**config.mk**
```make
export PLATFORM = sky130hd
export DESIGN_NAME = comparator_seq_nbit
export DESIGN_NICKNAME = d
export VERILOG_FILES = /design/src/rtl/comparator_seq_nbit.sv
export SDC_FILE = /design/constraint.sdc
export NUM_CORES = 1
export LEC_CHECK = 0
export CAP_MARGIN = 20
export CORE_ASPECT_RATIO = 0.9
export CORE_MARGIN = 5
export CORE_UTILIZATION = 51
export DETAILED_ROUTE_END_ITERATION = 7
export PLACE_DENSITY = 0.79
export SYNTH_ARGS = -nofsm -noshare
export SYNTH_HDL_FRONTEND = slang
export SYNTH_HIERARCHICAL = 1
export SYNTH_SLANG_ARGS = --single-unit
```
**constraint.sdc**
```tcl
create_clock -name clk -period 3.3 [get_ports clk]
set_clock_uncertainty 0.05 [all_clocks]
set_input_delay 0.99 -clock clk [delete_from_list [all_inputs] [get_ports clk]]
set_output_delay 0.99 -clock clk [all_outputs]
set_load 0.1 [all_outputs]
```
**src/rtl/comparator_seq_nbit.sv**
```systemverilog
// Sequential magnitude comparator. Operands are compared one DIGIT-wide
// slice per clock, starting at the most-significant slice. The compare stops
// at the first slice that differs. Signed mode flips the sign bit of both
// operands at capture, so the datapath itself only ever compares unsigned
// values.

// Per-digit unsigned compare. One instance exists for each digit position.
module cmp_digit #(
    parameter int W = 4
) (
    input  logic [W-1:0] a,
    input  logic [W-1:0] b,
    output logic         gt,
    output logic         lt
);
    assign gt = (a > b);
    assign lt = (a < b);
endmodule

module comparator_seq_nbit #(
    parameter int WIDTH = 16,   // must be >= 2 and a multiple of DIGIT
    parameter int DIGIT = 4
) (
    input  logic             clk,
    input  logic             rst_n,
    input  logic             start,
    input  logic             is_signed,
    input  logic [WIDTH-1:0] A,
    input  logic [WIDTH-1:0] B,
    output logic             busy,
    output logic             done,
    output logic             A_greater_B,
    output logic             A_less_B,
    output logic             A_equal_B
);
    localparam int NDIG  = WIDTH / DIGIT;
    localparam int IDX_W = (NDIG > 1) ? $clog2(NDIG) : 1;

    // Flipping the MSB maps two's-complement ordering onto unsigned ordering.
    localparam logic [WIDTH-1:0] SIGN_MSK = {1'b1, {(WIDTH-1){1'b0}}};
    localparam logic [IDX_W-1:0] IDX_TOP  = IDX_W'(NDIG - 1);

    typedef enum logic [1:0] {
        IDLE    = 2'd0,
        COMPARE = 2'd1,
        DONE    = 2'd2
    } state_t;

    state_t           state, state_nx;
    logic [WIDTH-1:0] a_q, a_nx;
    logic [WIDTH-1:0] b_q, b_nx;
    logic [IDX_W-1:0] idx_q, idx_nx;
    logic             gt_q, gt_nx;
    logic             lt_q, lt_nx;
    logic             eq_q, eq_nx;

    // Captured operands viewed as an array of digits.
    logic [NDIG-1:0][DIGIT-1:0] a_dig, b_dig;
    logic [NDIG-1:0]            gt_vec, lt_vec;
    logic                       gt_sel, lt_sel;

    assign a_dig = a_q;
    assign b_dig = b_q;

    // All digit positions are compared in parallel; idx picks the live one.
    // This keeps the per-cycle path to a single DIGIT-wide compare plus a mux.
    for (genvar g = 0; g < NDIG; g++) begin : g_dig
        cmp_digit #(.W(DIGIT)) u_dig (
            .a  (a_dig[g]),
            .b  (b_dig[g]),
            .gt (gt_vec[g]),
            .lt (lt_vec[g])
        );
    end

    assign gt_sel = gt_vec[idx_q];
    assign lt_sel = lt_vec[idx_q];

    // State, operand, index and flag registers.
    always_ff @(posedge clk or negedge rst_n) begin
        if (!rst_n) begin
            state <= IDLE;
            a_q   <= '0;
            b_q   <= '0;
            idx_q <= '0;
            gt_q  <= 1'b0;
            lt_q  <= 1'b0;
            eq_q  <= 1'b0;
        end else begin
            state <= state_nx;
            a_q   <= a_nx;
            b_q   <= b_nx;
            idx_q <= idx_nx;
            gt_q  <= gt_nx;
            lt_q  <= lt_nx;
            eq_q  <= eq_nx;
        end
    end

    // Next-state and datapath update. Everything holds by default; start is
    // only looked at in IDLE, so requests during COMPARE/DONE are dropped.
    always_comb begin
        state_nx = state;
        a_nx     = a_q;
        b_nx     = b_q;
        idx_nx   = idx_q;
        gt_nx    = gt_q;
        lt_nx    = lt_q;
        eq_nx    = eq_q;
        unique case (state)
            IDLE: begin
                if (start) begin
                    a_nx     = is_signed ? (A ^ SIGN_MSK) : A;
                    b_nx     = is_signed ? (B ^ SIGN_MSK) : B;
                    idx_nx   = IDX_TOP;
                    gt_nx    = 1'b0;
                    lt_nx    = 1'b0;
                    eq_nx    = 1'b0;
                    state_nx = COMPARE;
                end
            end
            COMPARE: begin
                if (gt_sel) begin
                    gt_nx    = 1'b1;
                    state_nx = DONE;
                end else if (lt_sel) begin
                    lt_nx    = 1'b1;
                    state_nx = DONE;
                end else if (idx_q == '0) begin
                    eq_nx    = 1'b1;
                    state_nx = DONE;
                end else begin
                    idx_nx   = idx_q - 1'b1;
                end
            end
            DONE: begin
                state_nx = IDLE;
            end
            default: begin
                state_nx = IDLE;
            end
        endcase
    end

    assign busy        = (state == COMPARE);
    assign done        = (state == DONE);
    assign A_greater_B = gt_q;
    assign A_less_B    = lt_q;
    assign A_equal_B   = eq_q;

endmodule
```
==> notes.md <==
Quick summary of the implementation run below.

The stage delay of the slowest cell on the critical path is 0.41 ns. Setup repair after global routing left no endpoint under its margin. The total number of vias came out at 1,593.

The number of logged tool warnings came out at 26. The tightest min-delay check is of the reg -> reg type. Counting instances, the worst hold path has a depth of 2. The multi-input gate share of the layout cell area came out at 38.75%. The synthesis-to-finish area growth came out at 24.40%.

The area of placed instances is 2521 um2. The post-synthesis instance total came out at 235. Measured against its own limit, the worst slew margin works out to 43.38%.

The fraction of layout instances using a drive strength above 1 came out at 8.696%. The initial antenna violation count was 0. The mean number of vias per cell came out at 4.917. The critical path starts at state[1].

The total negative slack came out at 0 ns. The yosys synthesis chip area came out at 2092 um2. The met1 layer usage reported by global route is 19.42%.

The share of cell area taken by flip-flops and latches is 37.50%. The final weighted congestion recorded by global placement is 0.7753. STA classifies the critical path endpoint as a primary output. The data arrival time at the worst-slack endpoint came out at 1.43 ns. For reference, the top cells by area after synthesis are sky130_fd_sc_hd__dfrtp_1, sky130_fd_sc_hd__nand2_1, sky130_fd_sc_hd__ha_1, sky130_fd_sc_hd__inv_1, sky130_fd_sc_hd__nor2b_4.

The final total power is 2.530 mW. The highest supply drop recorded on VDD is 433.7 uV. The global-route usage over all layers is 15.75%. The placement report lists the number of port buffers as 40. Clock tree synthesis selected as its root buffer the cell sky130_fd_sc_hd__clkbuf_8. For this run, global-route usage on met2 was measured as 25.51%. The largest driver fanout on the critical path is 10. The non-clock buffer contribution to total cell area is 15.29%.

The global routing stage identified its most utilized layer as met2. The sum of net half-perimeters after detailed placement is 2.893 mm. The final standard cell utilization of the core came out at 64.76%. After detailed routing, no signal wire sits above met4. Per the GRT congestion report, total overflow comes to 0. The startpoint identified for the worst hold timing path is b_dig[10]. The maximum operating frequency is 0.4041 GHz. The wire length the detailed router placed on met1 came out at 1.820 mm. Dividing the detail-routed wire length by the instance count gives 12.23 um. The most frequent standard cell in the layout excluding fill and tap cells is sky130_fd_sc_hd__nand2_1. The worst hold path terminates at b_dig[10].

Hold repair after CTS inserted 0 buffers. For the worst setup path, the data required time is 2.26 ns. The sequential cell area is 975.9 um2. The maximum number of pins on one net before global-route repair is 40. Global routing consumed, on the met3 layer, 6.489% of the routing resources. The count of nets left with antenna violations once routing finished came out at 0. The critical path ends at busy.

The detailed-route wire length came out at 3.963 mm. The number of cells reported by Yosys stat comes to 235. Final hold analysis gives a worst-case slack of 0.4282 ns. Sorting the synthesized cells by how often they occur yields sky130_fd_sc_hd__nand2_1, sky130_fd_sc_hd__dfrtp_1, sky130_fd_sc_hd__inv_1. Per the synthesis report, the number of distinct cell types is 31.

The logic depth of the worst register-to-register path came out at 7. The count of endpoints failing setup in the final report came out at 0. The clock-cell share of area came out at 3.125%. The endpoint identified for the worst register-to-register timing path is idx_q[0]. The synthesized flop and latch total is 39. Dividing the synthesized area by the synthesized cell count gives 8.902 um2. The actual transition at the worst max-transition pin is 0.8492 ns. The number of DRC violations after detailed routing came out at 0. The flow inserted 48 tap cells. In the setup report, the worst path falls into the class reg -> out.

At the end of the flow, the number of nets in the layout was 328. The worst path setup slack after routing is 0.8255 ns. The routed design uses 1.898 mm of met2 wire. The clock buffer count from CTS is 5. The cell class ranked first by area is multi-input combinational cells. Dividing the final minimum period by the clock period gives 74.98%. The flow ran to the end, and the final reports show no timing, DRC or antenna violations. The length of routed met3 wiring is 231 um. Row generation in the floorplan step produced 22 rows. The total setup buffers inserted after CTS is 0. For this run, the detailed router's first-pass iteration total came to 4. Looking at the critical path, the single cell with the biggest stage delay is sky130_fd_sc_hd__dfrtp_1.

TritonCTS built the clock tree. The maximum count of clock buffers along a single path is 2. The number of diodes added for antenna fixing came out at 0.

The sequential cell count came out at 39. The cell count after placement is 316. Per the log, the first TritonRoute iteration ended with a DRC count of 76.

The fraction of registers with async set or reset after synthesis is 100.0%. Per the layout report, the design carries 42 non-clock buffers. The synthesis stats list as the most numerous cell sky130_fd_sc_hd__nand2_1.

The inverter tally of the final layout excluding the clock network is 21. The number of maximum-capacitance constraint violations is 0. The die span in x came out at 77.51 um. The worst slack at placement is 0.5316 ns.
-- kinds of logic (layout without fill, tap and decap cells) --
kind of cell	after synthesis	count (layout)	share of synthesized area, %
fa+ha+maj	17	17	10.17
compound gates	25	25	8.732
xor+xnor	2	2	0.8375
mux	4	4	3.409
simple gates	118	118	24.82
flops	39	39	46.65
buf+inv	30	71	5.383
-- worst max-delay path, delay by kind of cell (launching register included) --
kind                   cells  cell delay, ns
buffers and inverters      2            0.44
DFF                        1            0.41
and+or+nand+nor            1            0.29
-- where the power goes --
| part | internal (mW) | switching, mW | leakage [nW] |
|---|---|---|---|
| sequential | 0.694 | 0.128 | 0.480 |
| clock | 0.148 | 0.155 | 0.0422 |
| combinational | 0.627 | 0.779 | 0.870 |
| total | 1.47 | 1.06 | 1.39 |
Figure 1. Port wiring.
Scale: 4 px per um.
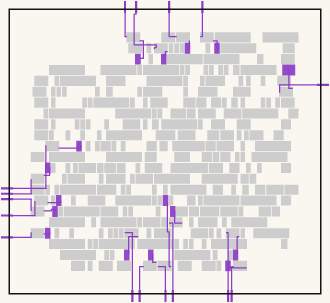
[purple] `A` | direction: input | end cells: 16 | buffers: 16 | wire: 251 um

Figure 2. Clock routing.
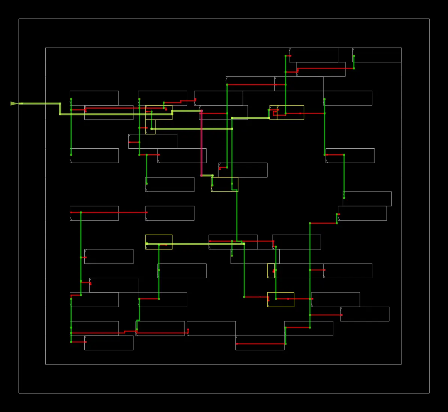
clock tree buffer count of the final layout: 7
Num Clock Sinks: 39
Worst-Skew Late Latency: 0.28 ns

No activity file was given, so power comes from the tool's default toggle rates.
